### config.mk
export PLATFORM = sky130hd
export DESIGN_NAME = text_dump_tx_flat
export DESIGN_NICKNAME = d
export VERILOG_FILES = /design/src/rtl/text_dump_tx_pkg.sv /design/src/rtl/text_dump_tx_if.sv /design/src/rtl/text_dump_tx_uart_tx_byte.sv /design/src/rtl/text_dump_tx.sv /design/src/flat_wrapper.sv
export SDC_FILE = /design/constraint.sdc
export NUM_CORES = 1
export LEC_CHECK = 0
export CORE_MARGIN = 4
export CORE_UTILIZATION = 50
export CTS_BUF_LIST = sky130_fd_sc_hd__clkbuf_4 sky130_fd_sc_hd__clkbuf_8
export CTS_CLUSTER_SIZE = 24
export DETAILED_ROUTE_END_ITERATION = 8
export PLACE_DENSITY_LB_ADDON = 0.15
export RECOVER_POWER = 50
export SKIP_LAST_GASP = 1
export SLEW_MARGIN = 15
export SYNTH_ARGS = -nofsm -noshare
export SYNTH_HDL_FRONTEND = slang
export SYNTH_SLANG_ARGS = --single-unit
export TNS_END_PERCENT = 30
### constraint.sdc
create_clock -name i_clk -period 4.77 [get_ports i_clk]
set_input_delay 0.954 -clock i_clk [delete_from_list [all_inputs] [get_ports i_clk]]
set_output_delay 0.954 -clock i_clk [all_outputs]
set_load 0.005 [all_outputs]
### src/rtl/text_dump_tx_pkg.sv
// rtl/text_dump_tx_pkg.sv - shared text-screen geometry, line-ending bytes and FSM encodings
package text_dump_tx_pkg;

  localparam int DEF_CLKS_PER_BIT = 218;
  localparam int DEF_TEXT_COLS    = 80;
  localparam int DEF_TEXT_ROWS    = 30;
  localparam int DEF_ADDR_W       = 12;

  localparam logic [7:0] CHAR_CR = 8'h0D;
  localparam logic [7:0] CHAR_LF = 8'h0A;

  typedef enum logic [2:0] {
    ST_IDLE,
    ST_FETCH,
    ST_WAIT,
    ST_SEND,
    ST_NEXT
  } dump_state_t;

  typedef enum logic [1:0] {
    TX_IDLE,
    TX_START,
    TX_DATA,
    TX_STOP
  } tx_state_t;

  typedef enum logic [1:0] {
    EOL_NONE,
    EOL_CR,
    EOL_LF
  } eol_t;

endpackage

### src/rtl/text_dump_tx_if.sv
// rtl/text_dump_tx_if.sv - control, text-RAM read port and UART line of the screen dumper
interface text_dump_tx_if #(
  parameter int ADDR_W = 12
);
  logic              i_start;
  logic              i_abort;
  logic              o_rd_en;
  logic [ADDR_W-1:0] o_rd_addr;
  logic [7:0]        i_rd_data;
  logic              o_tx;
  logic              o_busy;
  logic              o_done;

  modport master (
    output i_start, i_abort, i_rd_data,
    input  o_rd_en, o_rd_addr, o_tx, o_busy, o_done
  );

  modport slave (
    input  i_start, i_abort, i_rd_data,
    output o_rd_en, o_rd_addr, o_tx, o_busy, o_done
  );
endinterface

### src/rtl/text_dump_tx_uart_tx_byte.sv
// rtl/text_dump_tx_uart_tx_byte.sv - 8N1 byte serialiser; in_ready rises in the last stop cycle so frames can abut
module uart_tx_byte
  import text_dump_tx_pkg::*;
#(
  parameter int CLKS_PER_BIT = DEF_CLKS_PER_BIT
) (
  input  logic       i_clk,
  input  logic       i_rst,
  input  logic       in_valid,
  output logic       in_ready,
  input  logic [7:0] in_data,
  output logic       o_tx
);
  localparam int CNT_W = (CLKS_PER_BIT > 1) ? $clog2(CLKS_PER_BIT) : 1;
  localparam logic [CNT_W-1:0] CNT_LAST = CNT_W'(CLKS_PER_BIT - 1);

  tx_state_t        state, state_nxt;
  logic [CNT_W-1:0] cnt;
  logic [2:0]       bit_idx;
  logic [7:0]       shift;
  logic             bit_end;

  assign bit_end  = (cnt == CNT_LAST);
  assign in_ready = (state == TX_IDLE) || (state == TX_STOP && bit_end);

  always_ff @(posedge i_clk) begin
    if (i_rst) state <= TX_IDLE;
    else       state <= state_nxt;
  end

  always_comb begin
    state_nxt = state;
    case (state)
      TX_IDLE:  if (in_valid) state_nxt = TX_START;
      TX_START: if (bit_end) state_nxt = TX_DATA;
      TX_DATA:  if (bit_end && bit_idx == 3'd7) state_nxt = TX_STOP;
      TX_STOP:  if (bit_end) state_nxt = in_valid ? TX_START : TX_IDLE;
      default:  state_nxt = TX_IDLE;
    endcase
  end

  always_ff @(posedge i_clk) begin
    if (i_rst) begin
      cnt     <= '0;
      bit_idx <= '0;
      shift   <= '0;
      o_tx    <= 1'b1;
    end else begin
      cnt <= (state == TX_IDLE || bit_end) ? '0 : cnt + 1'b1;
      if (in_valid && in_ready) begin
        shift   <= in_data;
        bit_idx <= '0;
        o_tx    <= 1'b0;
      end else if (bit_end) begin
        case (state)
          TX_START: begin
            o_tx  <= shift[0];
            shift <= {1'b0, shift[7:1]};
          end
          TX_DATA: begin
            bit_idx <= bit_idx + 1'b1;
            if (bit_idx == 3'd7) begin
              o_tx <= 1'b1;
            end else begin
              o_tx  <= shift[0];
              shift <= {1'b0, shift[7:1]};
            end
          end
          default: o_tx <= 1'b1;
        endcase
      end
    end
  end
endmodule

### src/rtl/text_dump_tx.sv
// rtl/text_dump_tx.sv - walks the text RAM and streams it out as UART; TEXT_DUMP_CRLF_EN adds CR LF per row
module text_dump_tx
  import text_dump_tx_pkg::*;
#(
  parameter int CLKS_PER_BIT = DEF_CLKS_PER_BIT,
  parameter int TEXT_COLS    = DEF_TEXT_COLS,
  parameter int TEXT_ROWS    = DEF_TEXT_ROWS,
  parameter int ADDR_W       = DEF_ADDR_W
) (
  input  logic           i_clk,
  input  logic           i_rst,
  text_dump_tx_if.slave  bus
);
  localparam logic [ADDR_W-1:0] LAST_ADDR = ADDR_W'(TEXT_COLS * TEXT_ROWS - 1);

  dump_state_t       state, state_nxt;
  logic [ADDR_W-1:0] addr;
  logic              abort_q;
  logic              tx_valid;
  logic              tx_ready;
  logic [7:0]        tx_data;
  logic              finish;

`ifdef TEXT_DUMP_CRLF_EN
  localparam int COL_W = (TEXT_COLS > 1) ? $clog2(TEXT_COLS) : 1;
  localparam logic [COL_W-1:0] LAST_COL = COL_W'(TEXT_COLS - 1);
  logic [COL_W-1:0] col;
  eol_t             eol;
`endif

  always_ff @(posedge i_clk) begin
    if (i_rst) state <= ST_IDLE;
    else       state <= state_nxt;
  end

  always_comb begin
    state_nxt = state;
    tx_valid  = 1'b0;
    tx_data   = bus.i_rd_data;
    finish    = 1'b0;
    case (state)
      ST_IDLE:  if (bus.i_start) state_nxt = ST_FETCH;
      ST_FETCH: state_nxt = ST_WAIT;
      ST_WAIT: begin
        tx_valid  = 1'b1;
        state_nxt = ST_SEND;
      end
      ST_SEND:  if (tx_ready) state_nxt = ST_NEXT;
      ST_NEXT: begin
`ifdef TEXT_DUMP_CRLF_EN
        // Line ending goes out before abort/last checks so every row stays terminated
        if (eol == EOL_NONE && col == LAST_COL) begin
          tx_valid  = 1'b1;
          tx_data   = CHAR_CR;
          state_nxt = ST_SEND;
        end else if (eol == EOL_CR) begin
          tx_valid  = 1'b1;
          tx_data   = CHAR_LF;
          state_nxt = ST_SEND;
        end else
`endif
        if (addr == LAST_ADDR || abort_q) begin
          finish    = 1'b1;
          state_nxt = ST_IDLE;
        end else begin
          state_nxt = ST_FETCH;
        end
      end
      default: state_nxt = ST_IDLE;
    endcase
  end

  always_ff @(posedge i_clk) begin
    if (i_rst) begin
      addr    <= '0;
      abort_q <= 1'b0;
`ifdef TEXT_DUMP_CRLF_EN
      col     <= '0;
      eol     <= EOL_NONE;
`endif
    end else begin
      if (state_nxt == ST_IDLE) abort_q <= 1'b0;
      else if (bus.i_abort)     abort_q <= 1'b1;

      if (state == ST_IDLE && bus.i_start) begin
        addr <= '0;
`ifdef TEXT_DUMP_CRLF_EN
        col  <= '0;
        eol  <= EOL_NONE;
`endif
      end else if (state == ST_NEXT && state_nxt == ST_FETCH) begin
        addr <= addr + 1'b1;
`ifdef TEXT_DUMP_CRLF_EN
        col  <= (col == LAST_COL) ? '0 : col + 1'b1;
        eol  <= EOL_NONE;
`endif
      end
`ifdef TEXT_DUMP_CRLF_EN
      if (state == ST_NEXT && tx_valid) eol <= (eol == EOL_NONE) ? EOL_CR : EOL_LF;
`endif
    end
  end

  assign bus.o_rd_en   = (state == ST_FETCH);
  assign bus.o_rd_addr = addr;
  assign bus.o_busy    = (state != ST_IDLE) && !finish;
  assign bus.o_done    = finish;

  uart_tx_byte #(
    .CLKS_PER_BIT(CLKS_PER_BIT)
  ) u_tx (
    .i_clk    (i_clk),
    .i_rst    (i_rst),
    .in_valid (tx_valid),
    .in_ready (tx_ready),
    .in_data  (tx_data),
    .o_tx     (bus.o_tx)
  );
endmodule

### src/flat_wrapper.sv
// flat-port wrapper written by rule: the top's interface ports become plain ports
module text_dump_tx_flat import text_dump_tx_pkg::*;
#(
  parameter int CLKS_PER_BIT = DEF_CLKS_PER_BIT,
  parameter int TEXT_COLS    = DEF_TEXT_COLS,
  parameter int TEXT_ROWS    = DEF_TEXT_ROWS,
  parameter int ADDR_W       = DEF_ADDR_W
)
  (i_clk, i_rst, bus_i_start, bus_i_abort, bus_i_rd_data, bus_o_rd_en, bus_o_rd_addr, bus_o_tx, bus_o_busy, bus_o_done);
  text_dump_tx_if #(.ADDR_W(ADDR_W)) bus_i ();
  input  logic i_clk;
  input  logic i_rst;
  input wire logic [$bits(bus_i.i_start)-1:0] bus_i_start;
  input wire logic [$bits(bus_i.i_abort)-1:0] bus_i_abort;
  input wire logic [$bits(bus_i.i_rd_data)-1:0] bus_i_rd_data;
  output wire logic [$bits(bus_i.o_rd_en)-1:0] bus_o_rd_en;
  output wire logic [$bits(bus_i.o_rd_addr)-1:0] bus_o_rd_addr;
  output wire logic [$bits(bus_i.o_tx)-1:0] bus_o_tx;
  output wire logic [$bits(bus_i.o_busy)-1:0] bus_o_busy;
  output wire logic [$bits(bus_i.o_done)-1:0] bus_o_done;
  assign bus_i.i_start = bus_i_start;
  assign bus_i.i_abort = bus_i_abort;
  assign bus_i.i_rd_data = bus_i_rd_data;
  assign bus_o_rd_en = bus_i.o_rd_en;
  assign bus_o_rd_addr = bus_i.o_rd_addr;
  assign bus_o_tx = bus_i.o_tx;
  assign bus_o_busy = bus_i.o_busy;
  assign bus_o_done = bus_i.o_done;
  text_dump_tx #(.CLKS_PER_BIT(CLKS_PER_BIT), .TEXT_COLS(TEXT_COLS), .TEXT_ROWS(TEXT_ROWS), .ADDR_W(ADDR_W)) u_core (.i_clk(i_clk), .i_rst(i_rst), .bus(bus_i));
endmodule
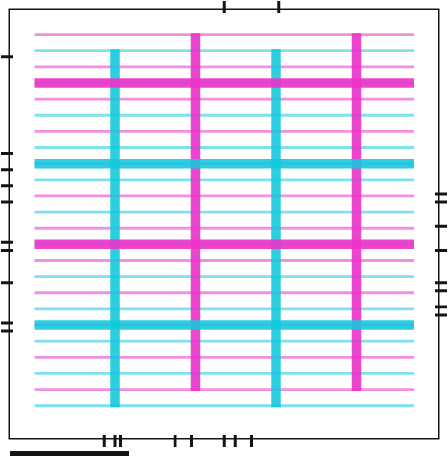
pdn.png
Bar = 20 um. Pins as bars on the die edge.
color	net
cyan	VSS
magenta	VDD
met5 straps	4
met1 rails	24
Max rail drop VDD: 0.202 mV
core area: 0.00400 mm^2

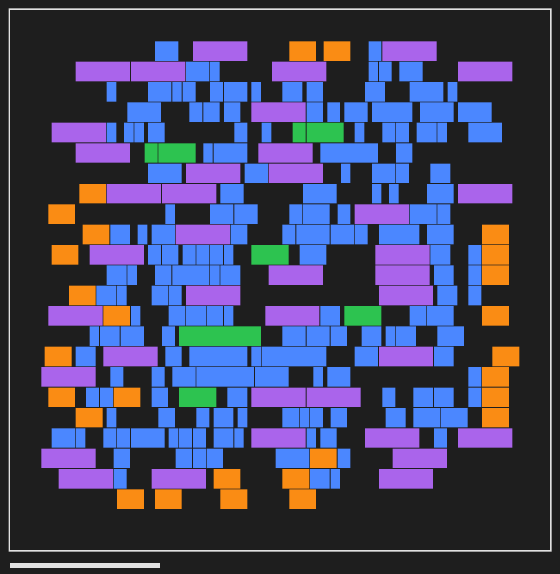
cell_classes.png
Bar = 20 um.
color	class	cells	share of their area
green	clock drivers and dummy loads	8	4.6%
purple	flops	38	32%
blue	all other logic	173	52%
orange	other buffers and delay cells	27	11%
number of rows created at floorplan: 23
share of cell area taken by flip-flops and latches: 31.4%
Core Util, Final: 60.5%
Finished Cell Area: 0.00242 mm^2

==> run notes <==
Here are the numbers from the latest Yosys + OpenROAD run.

Global routing consumed, on the met3 layer, 4.43% of the routing resources. Headroom to the max-slew limit came out at approximately 30%. The flow ran to the end, and the final reports show no timing, DRC or antenna violations. After global routing, the most crowded layer is met2. The critical path arrival came out at 2270 ps. Per the repair_timing log after CTS, setup buffers inserted total 0. The average size of a mapped cell is 9.22 um^2. The share of synthesized area in the top cell type comes to 37.0%. After the flow finishes, the layout carries non-filler instances totaling 296. Ranking logic cells in the layout by count gives the top entries sky130_fd_sc_hd__dfxtp_1 (38), sky130_fd_sc_hd__nor2_1 (18), sky130_fd_sc_hd__clkdlybuf4s50_1 (16). The number of nets in the synthesized netlist is 244.

The script reports the combined buffer and inverter count of the critical path as 1. The synthesized instance count is 223. The cell family with the largest share of critical-path delay is flip-flops. The diode insertion count for antenna repair came out at 0. The share of post-route cells with drive strength above 1 is under 10%. The synthesized design spends more area on one cell type than any other, namely sky130_fd_sc_hd__dfxtp_1. TritonCTS built the clock tree.

The internal power component came out at 593 uW. Total power normalized to cell area comes to 354 mW/mm^2. In this run the cell area of the synthesized design comes to 0.00206 mm^2. The detailed-router iteration count before antenna repair came out at 4. Hold analysis shows the worst path with a depth of 1. The script extracted a total leakage power of 0.000952 uW.
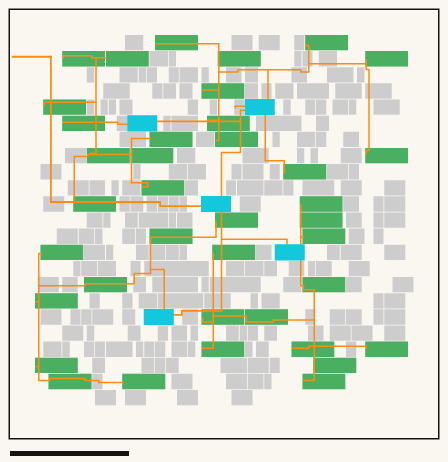
clock_map.png
Bar = 20 um.
[orange] clock wires | length: 512 um
[green] flip-flops | count: 38
[cyan] cells driving clock nets | count: 5
routed clock nets	6
clk_lat worst skew: 290 ps
maximum clock skew at final layout: 5.95 ps
part of the total power dissipated in the clock network: 31.3%

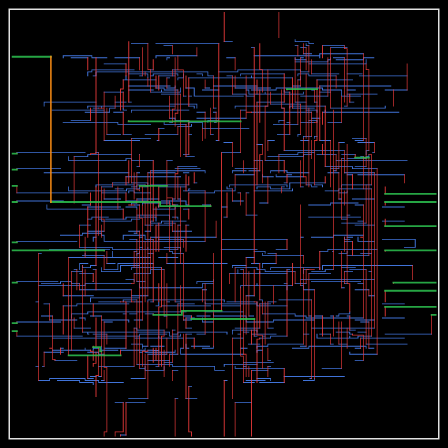
metal_stack.png
color	layer	wire length
red	met2	1890 um
green	met3	178 um
orange	met4	24.5 um
blue	met1	2120 um
final routed wire length divided by cell count: 14.2 um
total global routing track utilization: 17.2%
wire length reported by the detailed router: 4210 um

cell usage after synthesis (3+ instances only):
library cell,number
sky130_fd_sc_hd__a21oi_1,7
sky130_fd_sc_hd__or3_1,4
sky130_fd_sc_hd__buf_2,4
sky130_fd_sc_hd__nor2_1,18
sky130_fd_sc_hd__o21ai_0,5
sky130_fd_sc_hd__nand2_1,11
sky130_fd_sc_hd__nand3_1,14
sky130_fd_sc_hd__nor3_1,14
sky130_fd_sc_hd__clkbuf_1,6
sky130_fd_sc_hd__and2_1,3
sky130_fd_sc_hd__xor2_1,7
sky130_fd_sc_hd__inv_1,7
sky130_fd_sc_hd__mux2i_1,9
sky130_fd_sc_hd__and3_1,6
sky130_fd_sc_hd__a211oi_1,9
sky130_fd_sc_hd__dfxtp_1,38
sky130_fd_sc_hd__o211ai_1,5
sky130_fd_sc_hd__ha_1,9
sky130_fd_sc_hd__or4_1,4
kinds of logic (layout without fill, tap and decap cells):
logic type,after synthesis,count (layout),synth area share [%]
buf+inv,19,42,4.44
fa+ha+maj,9,9,5.47
flops,38,38,37.0
mux,9,9,4.38
compound gates,44,44,18.2
xor+xnor,9,9,3.83
simple gates,95,95,26.7
sequential cells by signal, summed over array words and instances (netlist names):
name / count
u_core.abort_q: 1
u_core.bus.o_rd_addr: 12
u_core.state: 3
u_core.u_tx.bit_idx: 3
u_core.u_tx.cnt: 8
u_core.u_tx.o_tx: 1
u_core.u_tx.shift: 8
u_core.u_tx.state: 2
layout make-up:
type                    count  area (um^2)  share of cell area (%)
inverters                   7         26.3                    1.09
multi-input cells         166         1190                    49.3
repair buffers             27          270                    11.2
clock buffers               5         68.8                    2.84
clock inverters             3         40.0                    1.65
flip-flops and latches     38          761                    31.4
well taps                  50         62.6                    2.58
Power and IR drop assume default switching activity.
